Fig. 1: run 1, met1 routing
Scale bar: 50 microns.
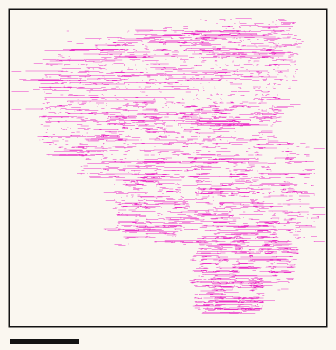
Fig. 2: run 1, layout detail
Scale bar: 20 microns. Region (89, 135) to (139, 185) microns. Cells in grey, sequential cells in the stronger grey; small squares are vias.
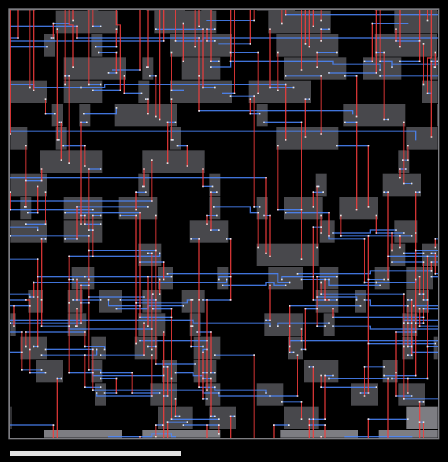
Fig. 3: run 1, pin placement
Scale bar: 50 microns. Pins as bars across the die edge, other pins in grey.
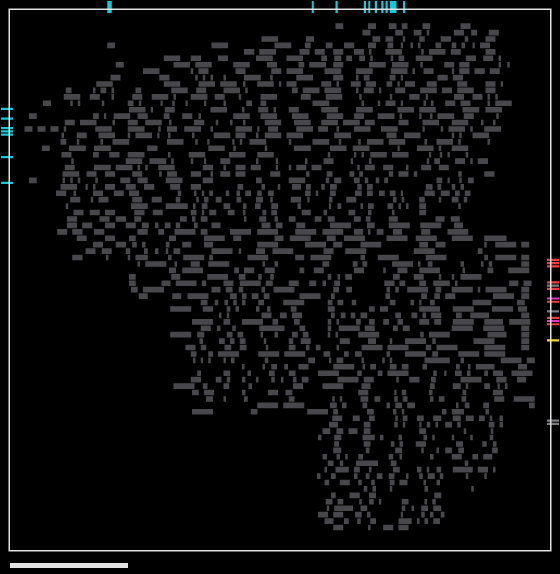
===== config.mk =====
export PLATFORM = sky130hd
export DESIGN_NAME = dds_wave_gen
export DESIGN_NICKNAME = d
export VERILOG_FILES = /design/src/rtl/dds_wave_gen.sv
export SDC_FILE = /design/constraint.sdc
export NUM_CORES = 1
export LEC_CHECK = 0
export CAP_MARGIN = 20
export CELL_PAD_IN_SITES_DETAIL_PLACEMENT = 2
export CELL_PAD_IN_SITES_GLOBAL_PLACEMENT = 2
export CORE_MARGIN = 5
export CORE_UTILIZATION = 23
export CTS_BUF_LIST = sky130_fd_sc_hd__clkbuf_16
export DETAILED_ROUTE_END_ITERATION = 16
export PLACE_DENSITY = 0.59
export SYNTH_ARGS = -nofsm -noshare
export SYNTH_HDL_FRONTEND = slang
export SYNTH_SLANG_ARGS = --single-unit

===== constraint.sdc =====
create_clock -name clk -period 7.7 [get_ports clk]
set_clock_uncertainty 0.15 [all_clocks]
set_input_delay 1.155 -clock clk [delete_from_list [all_inputs] [get_ports clk]]
set_output_delay 1.155 -clock clk [all_outputs]
set_load 0.03 [all_outputs]

===== src/rtl/dds_wave_gen.sv =====
// DDS waveform generator: phase accumulator, four waveform shapes and
// attenuation, driving an 8-bit offset-binary DAC sample stream.
module dds_wave_gen #(
  parameter int PHASE_W  = 32,
  parameter int FTW_MULT = 21990
) (
  input  logic        clk,
  input  logic        rst_n,
  input  logic [1:0]  wave_sel,
  input  logic [19:0] wave_freq,
  input  logic [1:0]  wave_a,
  output logic [7:0]  dac_data,
  output logic        wrap_pulse
);

  localparam int PROD_W = 35;

  logic [PROD_W-1:0]  prod;
  logic [PHASE_W-1:0] ftw_next;

  logic [PHASE_W-1:0] phase_q, phase_d;
  logic [PHASE_W-1:0] ftw_q, ftw_d;
  logic [1:0]         sel_q, sel_d;
  logic [1:0]         a_q, a_d;
  logic [7:0]         s_q, s_d;
  logic [7:0]         dac_q, dac_d;
  logic               wrap_q, wrap_d;

  logic [PHASE_W:0]   sum;
  logic               carry;

  logic [7:0]         p;
  logic [6:0]         q;
  logic [7:0]         mag;
  logic [6:0]         t;
  logic signed [7:0]  y;

  function automatic logic [6:0] sin_lut(input logic [6:0] idx);
    logic [6:0] v;
    v = 7'd127;
    case (idx)
      7'd0:  v = 7'd0;
      7'd1:  v = 7'd3;
      7'd2:  v = 7'd6;
      7'd3:  v = 7'd9;
      7'd4:  v = 7'd12;
      7'd5:  v = 7'd16;
      7'd6:  v = 7'd19;
      7'd7:  v = 7'd22;
      7'd8:  v = 7'd25;
      7'd9:  v = 7'd28;
      7'd10: v = 7'd31;
      7'd11: v = 7'd34;
      7'd12: v = 7'd37;
      7'd13: v = 7'd40;
      7'd14: v = 7'd43;
      7'd15: v = 7'd46;
      7'd16: v = 7'd49;
      7'd17: v = 7'd51;
      7'd18: v = 7'd54;
      7'd19: v = 7'd57;
      7'd20: v = 7'd60;
      7'd21: v = 7'd63;
      7'd22: v = 7'd65;
      7'd23: v = 7'd68;
      7'd24: v = 7'd71;
      7'd25: v = 7'd73;
      7'd26: v = 7'd76;
      7'd27: v = 7'd78;
      7'd28: v = 7'd81;
      7'd29: v = 7'd83;
      7'd30: v = 7'd85;
      7'd31: v = 7'd88;
      7'd32: v = 7'd90;
      7'd33: v = 7'd92;
      7'd34: v = 7'd94;
      7'd35: v = 7'd96;
      7'd36: v = 7'd98;
      7'd37: v = 7'd100;
      7'd38: v = 7'd102;
      7'd39: v = 7'd104;
      7'd40: v = 7'd106;
      7'd41: v = 7'd107;
      7'd42: v = 7'd109;
      7'd43: v = 7'd111;
      7'd44: v = 7'd112;
      7'd45: v = 7'd113;
      7'd46: v = 7'd115;
      7'd47: v = 7'd116;
      7'd48: v = 7'd117;
      7'd49: v = 7'd118;
      7'd50: v = 7'd120;
      7'd51: v = 7'd121;
      7'd52: v = 7'd122;
      7'd53: v = 7'd122;
      7'd54: v = 7'd123;
      7'd55: v = 7'd124;
      7'd56: v = 7'd125;
      7'd57: v = 7'd125;
      7'd58: v = 7'd126;
      7'd59: v = 7'd126;
      7'd60: v = 7'd126;
      default: v = 7'd127;
    endcase
    return v;
  endfunction

  assign prod     = PROD_W'(wave_freq) * PROD_W'(FTW_MULT);
  assign ftw_next = PHASE_W'(prod >> 8);

  // Parameters reload only on a wrap, or every edge while stopped
  always_comb begin
    sum     = {1'b0, phase_q} + {1'b0, ftw_q};
    carry   = sum[PHASE_W];
    phase_d = sum[PHASE_W-1:0];
    wrap_d  = carry;
    sel_d   = sel_q;
    a_d     = a_q;
    ftw_d   = ftw_q;
    if (carry || (ftw_q == '0)) begin
      sel_d = wave_sel;
      a_d   = wave_a;
      ftw_d = ftw_next;
    end
  end

  always_comb begin
    p   = phase_q[PHASE_W-1 -: 8];
    q   = p[6] ? (7'd64 - {1'b0, p[5:0]})
               : {1'b0, p[5:0]};
    mag = {1'b0, sin_lut(q)};
    t   = p[7] ? ~p[6:0] : p[6:0];
    s_d = '0;
    unique case (1'b1)
      sel_q == 2'd0: s_d = p[7] ? (8'd0 - mag) : mag;
      sel_q == 2'd1: s_d = p[7] ? 8'h81 : 8'h7f;
      sel_q == 2'd2: s_d = {t, 1'b0} - 8'd127;
      default:       s_d = {~p[7], p[6:0]};
    endcase
  end

  always_comb begin
    y     = $signed(s_q) >>> a_q;
    dac_d = y + 8'd128;
  end

  always_ff @(posedge clk or negedge rst_n) begin
    if (!rst_n) begin
      phase_q <= '0;
      ftw_q   <= '0;
      sel_q   <= '0;
      a_q     <= '0;
      s_q     <= '0;
      dac_q   <= 8'd128;
      wrap_q  <= 1'b0;
    end else begin
      phase_q <= phase_d;
      ftw_q   <= ftw_d;
      sel_q   <= sel_d;
      a_q     <= a_d;
      s_q     <= s_d;
      dac_q   <= dac_d;
      wrap_q  <= wrap_d;
    end
  end

  assign dac_data   = dac_q;
  assign wrap_pulse = wrap_q;

endmodule


==> flow_summary.toml, run 1 <==
# generated from flow reports
[outcome]
status = "completed"

[worst_hold_path]
holdCritStartpoint = "s_q[7]"
hold_path.class = "reg -> reg"

[flow_run]
cap_violations = 0
warning_count = 39

[clock_network]
cts_tree = "done"
clock-sinks = 80
cts_buffer_depth = 2
clk_pin_slew_ns = 0.06
ctsResizeCount = 0
hold_buffers = 0
numCtsBuffers = 9
root_buffer = "clkbuf_16"
clkLatencyLatePin_ns = 0.34
htreeDepth = 3

[sta]
period_needed_ns = 7.261
clock.fmax_mhz = 137.7
setup_violations = 0
period_used_share = 0.9430
worst_slack_ns = 0.4389
rsz0062_at_grt = "false"
slew_violations = 0
tns_ns = 0
hold_ws_ns = 0.2813
slew_headroom = 0.3138

[place]
dpl_cell_area_sq_mm = 0.01217
dpl_worst_slack_ns = 0.07304
place_inst = 1737
gp_congestion = 0.7346
io_buffers = 34
place.detailed.hpwl_microns = 24540

[route]
drt_iter0_markers = 237
drc = 0
vias_per_cell = 4.635
wire_per_inst_microns = 16.51
firstDrtPassIters = 4

[die]
initCoreUtil = 0.2315
die_h_microns = 228.5
die_area_sq_mm = 0.05222
die_w_microns = 228.5
fp.coreArea_sq_mm = 0.04745
num_io_pins = 35

[worst_setup_path]
slowest_stage = "fa_1"
critPathLaunchType = "primary input"
worstPathArrival_ns = 7.34
timing.critical_path.buf_inv = 7
path_common_cell = "inv_1"
end_kind = "flip-flop"
crit-reg2reg-launch = "phase_q[24]"
cp_slowest_stage_delay_ns = 0.54
cp.required_ns = 7.78
critPathTopFamily = "adder cells"
crit_fanout = 4
path_class = "in -> reg"

[yosys]
synth-seq-cells = 80
async_flop_share = 1.000
yosysTopAreaCellShare = 0.2085
edf_count = 0
ys_area_sq_mm = 0.01098
yosys_cells = 1086
fp_nets = 1408
syn_inst = 1086
ys_seq_frac = 0.1824
ys_types = 84
largest_area_cell = "ha_1"
synth_area_sq_mm = 0.01098
synth.avg_cell_area_sq_um = 10.11
topCellsByArea = "ha_1, fa_1, dfrtp_1, inv_1, mux2_2"

[finish]
mi_logic_area_sq_mm = 0.008215
area_growth_pct = 13.73
drive_gt1_frac = 0.09658
flop_area_sq_mm = 0.002003
nFillCells = 5376
final_area_sq_mm = 0.01249
n_antenna_cell = 0
final_nets = 1456
layout_top_cells = "ha_1, inv_1, fa_1, dfrtp_1, a21oi_1"
lay_top_count = "ha_1"
layout.cells.non_filler = 1754

[global_route]
gr-total-overflow = 0
grt_pass1_vias = 9275
grt_pass1_wl_microns = 48760
track_usage = 0.1120
antenna_found_initial = 0
grt_max_degree = 56
-- Fig. 1 (at the start) --
The wires run mostly horizontal. 1362 nets have wire on it. The longest straight run is 93.8 microns.
Routed WL: 28950 microns
DR vias: 8129
grt met1 use: 0.1525

-- Fig. 2 (at the start) --
Key: metal 2 = red; metal 1 = blue
Most frequent: fa_1 (19), inv_1 (18), ha_1 (12). Sequential cells in the window: 0. 95 logic cells have their middle in the window.

-- Fig. 3 (at the start) --
Key: dac_data = red [pins 8, direction output, edge right]; wrap_pulse = yellow [pins 1, direction output, edge right]; wave_freq = cyan [pins 20, direction input, edge 13 top, 7 left]; wave_sel = magenta [pins 2, direction input, edge right]
All pins by edge: 15 right, 13 top, 7 left.

==> run 1: stage by stage <==
stage / util
3_5_place_dp: 0.2564
2_1_floorplan: -
5_1_grt: 0.2632
6_report: 0.2632
4_1_cts: 0.2630
3_3_place_gp: 0.2564
==> run 1: Yosys cell counts (4+ instances only) <==
| cell type | n |
|---|---|
| a211oi_1 | 10 |
| a21boi_0 | 4 |
| a21o_1 | 27 |
| a21oi_1 | 65 |
| a221oi_1 | 4 |
| a31oi_1 | 6 |
| and3_1 | 7 |
| buf_2 | 7 |
| clkbuf_1 | 14 |
| dfrtp_1 | 79 |
| fa_1 | 113 |
| ha_1 | 183 |
| inv_1 | 168 |
| mux2_2 | 31 |
| mux2i_1 | 4 |
| mux4_2 | 6 |
| nand2_1 | 46 |
| nand2b_1 | 11 |
| nand3_1 | 16 |
| nand4_1 | 8 |
| nor2_1 | 32 |
| nor2b_1 | 10 |
| nor3_1 | 18 |
| nor4_1 | 8 |
| o211ai_1 | 6 |
| o21a_1 | 13 |
| o21ai_0 | 28 |
| o21bai_1 | 4 |
| o22ai_1 | 6 |
| o31ai_1 | 6 |
| or3_1 | 4 |
| xnor2_1 | 35 |
| xor2_1 | 23 |
==> run 1: kinds of logic (layout without fill, tap and decap cells) <==
logic type,Yosys count,count (layout),share of synthesized area
and+or+nand+nor,182,182,0.08762
xor gates and xnor gates,59,59,0.04774
muxes,41,41,0.04774
buffers and inverters,195,248,0.06950
adders and majority gates,296,296,0.4145
DFF,80,80,0.1824
AOI/OAI and AO/OA,233,233,0.1505
==> run 1: final cells by class <==
class | count | area share
clock buffers | 9 | 0.01803
clock inverters | 7 | 0.006912
inverters | 170 | 0.05109
multi-input cells | 811 | 0.6578
flip-flops and latches | 80 | 0.1604
well taps | 615 | 0.06161
repair buffers | 62 | 0.04418
==> run 1: path summary, 6_finish.rpt <==
check                                   end  slack (ns)  depth (start not counted)
worst max-delay path              ftw_q[25]        0.44                         23
worst min-delay path            dac_data[7]        0.28                          1
worst max register to register       s_q[6]        2.54                         17
worst min register to register  dac_data[7]        0.28                          1
max in group asynchronous       phase_q[20]        5.78                          2
min in group asynchronous          sel_q[1]        0.56                          1
==> run 1: flip-flops by register name, indices dropped and copies added, names as in the netlist <==
register / count
phase_q: 32
ftw_q: 27
dac_data: 8
s_q: 8
a_q: 2
sel_q: 2
wrap_pulse: 1
==> run 1: routing by layer <==
| layer | track usage | vias up | routed length [microns] | part of all wire |
|---|---|---|---|---|
| met3 | 0.01491 | 10 | 399 | 0.014 |
| met5 | 0 | - | 0 | 0 |
| met2 | 0.1970 | 42 | 14390 | 0.50 |
| met1 | 0.1525 | 4207 | 13990 | 0.48 |
| li1 | - | 3870 | - | - |
| met4 | 0.01172 | 0 | 166 | 0.0057 |
==> inputs of run 2 (changes only) <==
--- a/config.mk
+++ b/config.mk
@@ -9,10 +9,10 @@
 export CELL_PAD_IN_SITES_DETAIL_PLACEMENT = 2
 export CELL_PAD_IN_SITES_GLOBAL_PLACEMENT = 2
 export CORE_MARGIN = 5
-export CORE_UTILIZATION = 23
+export CORE_UTILIZATION = 45
 export CTS_BUF_LIST = sky130_fd_sc_hd__clkbuf_16
 export DETAILED_ROUTE_END_ITERATION = 16
-export PLACE_DENSITY = 0.59
+export PLACE_DENSITY = 0.95
 export SYNTH_ARGS = -nofsm -noshare
 export SYNTH_HDL_FRONTEND = slang
 export SYNTH_SLANG_ARGS = --single-unit
Fig. 4: run 2, sequential cells grouped by signal name
Scale bar: 50 microns. Other sequential cells in the stronger grey, the rest of the logic in the fainter grey.
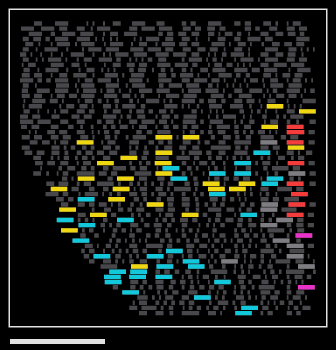
Key: ftw_q = yellow [sequential cells 27]; phase_q = cyan [sequential cells 32]; sel_q = magenta [sequential cells 2]; dac_data = red [sequential cells 8, where right middle]
Another 11 sequential cells are not coloured.
Flop area: 0.002003 sq mm

==> run 2 against run 1 <==
Net effect: first-iteration DRC count went up to 3.2 times the previous value; register-to-register slack worse by 0.06 ns; highest routed layer unchanged; worst hold slack better by 0.014 ns; maximum frequency is 3.1% lower; worst setup slack worse by 0.23 ns.
==> flow_summary.toml, run 2 <==
# generated from flow reports
[worst_hold_path]
hold_path_end = "dac_data[7]"
holdCritStartpoint = "s_q[7]"
hold_path.class = "reg -> reg"
hold_path_depth = 1

[die]
die_w_microns = 166.2
num_io_pins = 35
die_area_sq_mm = 0.02763
die_h_microns = 166.2
fp.coreArea_sq_mm = 0.02418
initCoreUtil = 0.4542

[finish]
regMostFlops = "phase_q"
drive_gt1_frac = 0.09612
final_area_sq_mm = 0.01212
n_antenna_cell = 0
area_growth_pct = 10.35
nFillCells = 2447
largest_reg_flops = 32
fin_util = 0.5012
lay_top_count = "ha_1"
mi_logic_area_sq_mm = 0.008233
layout_top_cells = "ha_1, inv_1, fa_1, dfrtp_1, a21oi_1"
final_nets = 1451

[route]
wl_met3_microns = 1959
m1WireLength_microns = 15480
wl_met2_microns = 22990
top_layer = "met4"
wire_per_inst_microns = 29.98
drt_iter0_markers = 766
drc = 0
vias_per_cell = 6.433
firstDrtPassIters = 5

[yosys]
ys_types = 84
top_cells_by_count = "ha_1, inv_1, fa_1"
yosysTopAreaCellShare = 0.2085
ys_area_sq_mm = 0.01098
synth.avg_cell_area_sq_um = 10.11
synth.cellmix.compoundShare = 0.1505
edf_count = 0
synthXorXnorAreaFrac = 0.04774
syn_inst = 1086
ys_sh_mux = 0.04774
ys_sh_simple = 0.08762
yosys_cells = 1086
netlist_logic_family_top = "adder cells"
synthAdderAreaFrac = 0.4145
topCellsByArea = "ha_1, fa_1, dfrtp_1, inv_1, mux2_2"
async_flop_share = 1.000
fp_nets = 1408
ys_seq_frac = 0.1824
largest_area_cell = "ha_1"
post-synth-top-count-cell = "ha_1"
synth_area_sq_mm = 0.01098
synth-seq-cells = 80

[sta]
clock.fmax_mhz = 133.4
hold_ws_ns = 0.2954
slew_violations = 0
period_needed_ns = 7.494
worst_slack_ns = 0.2056
period_used_share = 0.9733
setup_violations = 0
slew_headroom = 0.3192

[global_route]
grt_max_degree = 81
grt_pass1_wl_microns = 67270
gr-total-overflow = 0
antenna_found_initial = 0
grt_pass1_vias = 11250
track_usage = 0.3145

[clock_network]
clk_pin_slew_ns = 0.07
htreeDepth = 3
clock-sinks = 80
cts_tree = "done"
cts_buffer_depth = 2
clkLatencyLatePin_ns = 0.37
hold_buffers = 0
root_buffer = "clkbuf_16"

[worst_setup_path]
reg2reg_to = "s_q[2]"
end_kind = "flip-flop"
critPathLaunchType = "primary input"
r2r_cells = 17
r2r_slack_ns = 2.48
cp.required_ns = 7.80
worstPathArrival_ns = 7.59
crit_fanout = 4
crit-reg2reg-launch = "phase_q[24]"

[outcome]
status = "completed"

[place]
place.detailed.hpwl_microns = 34060
io_buffers = 34
dpl_worst_slack_ns = -0.2158
dpl_cell_area_sq_mm = 0.01175
gp_congestion = 0.8348

[flow_run]
cap_violations = 0
warning_count = 39
Fig. 5: run 2, met1 routing
Scale bar: 50 microns.
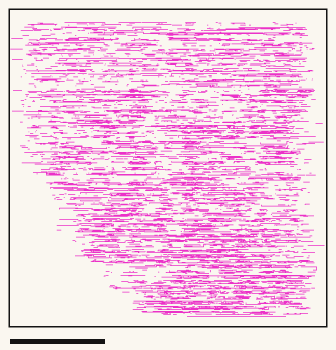
The longest straight run is 64.4 microns. The layer carries 15500 microns of wire. The layer holds 35% of the routed length.
DR vias: 9380
Routed WL: 43720 microns
grt met1 use: 0.3264

-- run 2: critical path, cell delays in order --
cell and delay [ns]:
clkdlybuf4s50_1 0.51, inv_1 0.11, fa_1 0.51, inv_1 0.06
ha_1 0.23, fa_1 0.57, inv_1 0.08, fa_1 0.51
inv_1 0.07, fa_1 0.53, inv_1 0.06, fa_1 0.51
inv_1 0.05, ha_1 0.31, a21o_1 0.24, or4_4 0.55
o22ai_4 0.27, o21ai_2 0.16, o2111ai_2 0.26, o211ai_1 0.19
o21ai_1 0.27, xnor2_1 0.12, mux2_2 0.28
-- run 2: routing by layer --
metal,global-route usage,up-vias
met4,0.2053,0
met1,0.3264,4840
met3,0.05284,221
met5,0,-
li1,-,3864
met2,0.5826,455
-- run 2: cell families (layout without fill, tap and decap cells) --
kind of cell / after synthesis / count (layout)
multiplexers: 41 / 41
AND-OR/OR-AND: 233 / 233
adder cells (fa/ha/maj): 296 / 296
AND/OR/NAND/NOR: 182 / 182
XOR/XNOR: 59 / 59
flip-flops: 80 / 80
buffers and inverters: 195 / 243
-- run 2: area by class of cell --
cell class	count	share of cell area
multi-input cells	811	0.6794
flip-flops and latches	80	0.1653
inverters	170	0.05266
repair buffers	57	0.04399
well taps	324	0.03345
clock buffers	9	0.01859
clock inverters	7	0.006608
-- run 2: stage by stage --
| step | TNS [ns] | cells |
|---|---|---|
| after global routing | -0.009457 | 1458 |
| final | 0 | 1458 |
| after CTS | 0 | 1455 |
| after global placement | 0 | 1439 |
| after detailed placement | -0.8237 | 1439 |
| after floorplan | 0 | 1086 |
-- run 2: repair_timing --
item | in CTS | in global routing
setup endpoints to repair | 0 | 5
gates resized | 0 | 5
buffers inserted | 0 | 1
hold endpoints to repair | 0 | 0
-- run 2: how the worst max path moves through the flow --
| stage | from | to | slack [ns] | cells past startpoint |
|---|---|---|---|---|
| 6_report | wave_freq[3] | ftw_q[26] | 0.21 | 23 |
| 4_1_cts | wave_freq[8] | ftw_q[26] | 0.04 | 19 |
| 3_3_place_gp | wave_freq[2] | ftw_q[25] | 0.24 | 23 |
| 5_1_grt | wave_freq[2] | ftw_q[26] | -0.009 | 23 |
| 3_5_place_dp | wave_freq[8] | ftw_q[26] | -0.22 | 19 |
| 2_1_floorplan | wave_freq[2] | ftw_q[25] | 0.94 | 22 |
==> inputs of run 3 (changes only) <==
--- a/config.mk
+++ b/config.mk
@@ -9,10 +9,10 @@
 export CELL_PAD_IN_SITES_DETAIL_PLACEMENT = 2
 export CELL_PAD_IN_SITES_GLOBAL_PLACEMENT = 2
 export CORE_MARGIN = 5
-export CORE_UTILIZATION = 45
+export CORE_UTILIZATION = 42
 export CTS_BUF_LIST = sky130_fd_sc_hd__clkbuf_16
 export DETAILED_ROUTE_END_ITERATION = 16
-export PLACE_DENSITY = 0.95
+export PLACE_DENSITY = 0.91
 export SYNTH_ARGS = -nofsm -noshare
 export SYNTH_HDL_FRONTEND = slang
 export SYNTH_SLANG_ARGS = --single-unit
==> constraint.sdc (replaced) <==
create_clock -name clk -period 8.6 [get_ports clk]
set_clock_uncertainty 0.15 [all_clocks]
set_input_delay 1.29 -clock clk [delete_from_list [all_inputs] [get_ports clk]]
set_output_delay 1.29 -clock clk [all_outputs]
set_load 0.03 [all_outputs]
Fig. 6: run 3, met1 routing
Scale bar: 50 microns.
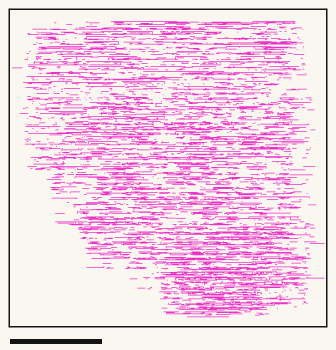
grt met1 use: 0.3033
Routed WL: 40550 microns

==> run 3 against run 2 <==
Net effect: sequential cell count stayed put; non-clock buffer count is 18 lower; critical path depth stayed put; die size is 6.7% higher; critical path type unchanged; largest cell class unchanged.
==> flow_summary.toml, run 3 <==
# generated from flow reports
[outcome]
status = "completed"

[route]
vias = 8978
wire_per_inst_microns = 27.95
drc = 0
vias_per_cell = 6.187
antenna_left = 0
firstDrtPassIters = 5
drt_iter0_markers = 565

[worst_setup_path]
crit_fanout = 8
path_class = "in -> reg"
end_kind = "flip-flop"
path_common_cell = "inv_1"
crit_chain = "clkdlybuf4s50_1 > inv_1 > fa_1 > inv_1 > ha_1 > fa_1 > inv_1 > fa_1 > inv_1 > fa_1 > inv_1 > fa_1 > inv_1 > ha_1 > a21o_1 > or4_4 > o22ai_2 > o21ai_1 > o2111ai_1 > o211ai_1 > a21oi_1 > xnor2_1 > mux2_2"
cp.required_ns = 8.69
r2r_cells = 17
slowest_stage = "clkdlybuf4s50_1"
critPathLaunchType = "primary input"
cp_slowest_stage_delay_ns = 0.70
worstPathArrival_ns = 8.11

[finish]
reg_top3 = "phase_q (32), ftw_q (27)"
layout_top_cells = "ha_1, inv_1, fa_1, dfrtp_1, a21oi_1"
flop_area_sq_mm = 0.002003
largest_reg_flops = 32
layout.cells.non_filler = 1451
final_nets = 1433
drive_gt1_frac = 0.07975
n_antenna_cell = 0
nFillCells = 2662
mi_logic_area_sq_mm = 0.008215
regMostFlops = "phase_q"
area_growth_pct = 9.046
lay_top_count = "ha_1"

[global_route]
antenna_found_initial = 0
track_usage = 0.2802
gr-total-overflow = 0
grt_pass1_wl_microns = 62760
grt_pass1_vias = 10690
grt_max_degree = 81

[worst_hold_path]
hold_path.class = "reg -> reg"
hold_path_depth = 1

[clock_network]
root_buffer = "clkbuf_16"
clk_pin_slew_ns = 0.07
numCtsBuffers = 9
cts_buffer_depth = 2
clkLatencyLatePin_ns = 0.36
cts_tree = "done"
ctsResizeCount = 0
clock-sinks = 80
htreeDepth = 3
cts_setup_buffers = 0
hold_buffers = 0

[sta]
hold_violations = 0
worst_pin_slew_ns = 1.063
tns_ns = 0
rsz0062_at_grt = "false"
slew_headroom = 0.2837
period_used_share = 0.9326
slew_violations = 0
clock.fmax_mhz = 124.7
setup_violations = 0
period_needed_ns = 8.020

[place]
place_inst = 1434
place.detailed.hpwl_microns = 31270
gp_congestion = 0.8239
io_buffers = 34

[yosys]
async_flop_share = 1.000
ys_area_sq_mm = 0.01098
fp_nets = 1408
ys_warn_count = 0
synth-seq-cells = 80
yosys_cells = 1086
top_cells_by_count = "ha_1, inv_1, fa_1"
syn_inst = 1086
ys_types = 84
edf_count = 0
yosysTopAreaCellShare = 0.2085
synth.avg_cell_area_sq_um = 10.11
post-synth-top-count-cell = "ha_1"
topCellsByArea = "ha_1, fa_1, dfrtp_1, inv_1, mux2_2"
largest_area_cell = "ha_1"
synth_area_sq_mm = 0.01098
ys_seq_frac = 0.1824
ys.flop_type = "dfrtp_1"

[die]
rows = 59
initCoreUtil = 0.4238
num_io_pins = 35
die_w_microns = 171.7
die_area_sq_mm = 0.02948
die_h_microns = 171.7
fp.coreArea_sq_mm = 0.02591

[flow_run]
cap_violations = 0
warning_count = 39
Fig. 7: run 3, sequential cells grouped by signal name
Scale bar: 50 microns. Other sequential cells in the stronger grey, the rest of the logic in the fainter grey.
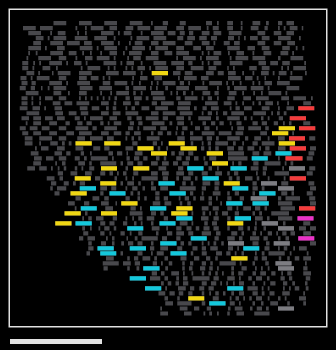
fin util: 0.4622
flop share of the area: 0.1673

## run 3: cell counts after synthesis
No cell type changed its count.
## run 3: cell type report
cell class	instances	area share
clock inverter	7	0.006582
timing repair buffer	39	0.03302
multi-input combinational	811	0.6860
sequential	80	0.1673
clock buffer	9	0.01881
tap	335	0.03500
inverter	170	0.05329
## run 3: logic make-up after synthesis
family,Yosys count,synth area share
adders and majority gates,296,0.4145
AOI/OAI and AO/OA,233,0.1505
buffers and inverters,195,0.06950
and+or+nand+nor,182,0.08762
DFF,80,0.1824
xor gates and xnor gates,59,0.04774
muxes,41,0.04774
## run 3: worst paths after layout
kind,from,to,slack (ns)
worst max-delay path,wave_freq[3],ftw_q[20],0.58
worst min-delay path,phase_q[0],phase_q[0],0.34
worst max register to register,phase_q[24],s_q[2],3.21
worst min register to register,phase_q[0],phase_q[0],0.34
max in group asynchronous,rst_n,ftw_q[10],6.89
min in group asynchronous,rst_n,s_q[2],0.73
## run 3: metrics by stage
| step | hold slack (ns) | instance area (sq um) | utilization | setup slack (ns) |
|---|---|---|---|---|
| 2_1_floorplan | 0.2257 | 10980 | - | 1.704 |
| 3_3_place_gp | 0.2668 | 11640 | 0.4494 | 0.6687 |
| 3_5_place_dp | 0.3209 | 11640 | 0.4494 | 0.2407 |
| 4_1_cts | 0.3389 | 11950 | 0.4611 | 0.5733 |
| 5_1_grt | 0.3429 | 11980 | 0.4622 | 0.2881 |
| 6_report | 0.3383 | 11980 | 0.4622 | 0.5795 |
## run 3: critical path: cells and delay by family
kind	cells	cell delay, ns
buf+inv	7	1.14
mux	1	0.27
fa+ha+maj	7	3.21
xor+xnor	1	0.10
simple gates	1	0.51
compound gates	6	1.60
## run 3: routing by layer
layer,vias up,part of all wire,global-route usage
met5,-,0,0
met4,0,0.059,0.1450
met3,151,0.036,0.03654
met2,342,0.54,0.5295
met1,4650,0.37,0.3033
li1,3835,-,-

==> notes/layouts.md <==
Pictures saved along the way, in no particular order.

The clock network.
picture 1
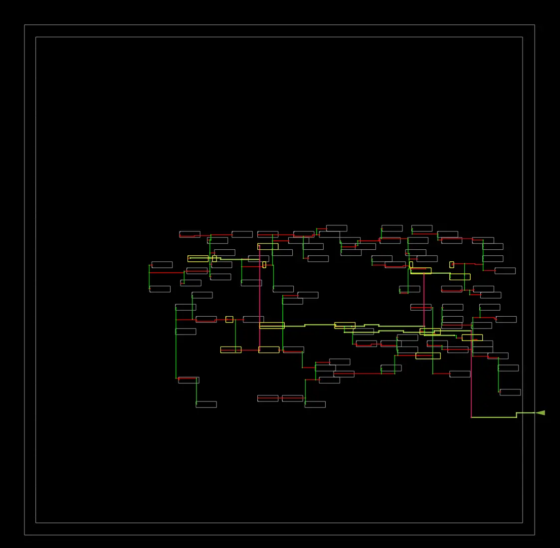
picture 2
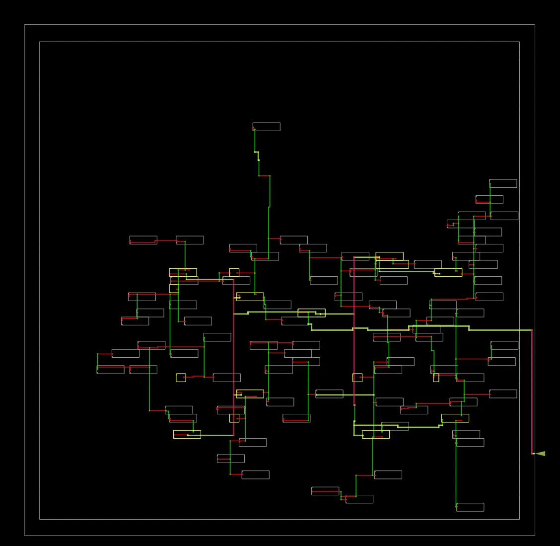
picture 3
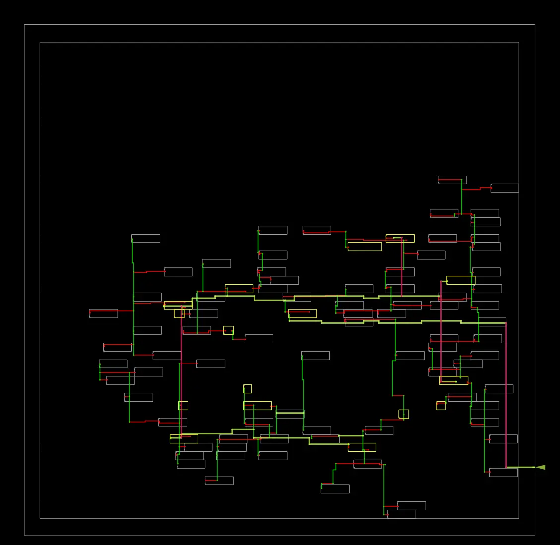
- run 1 = picture 1
- run 2 = picture 3
- run 3 = picture 2

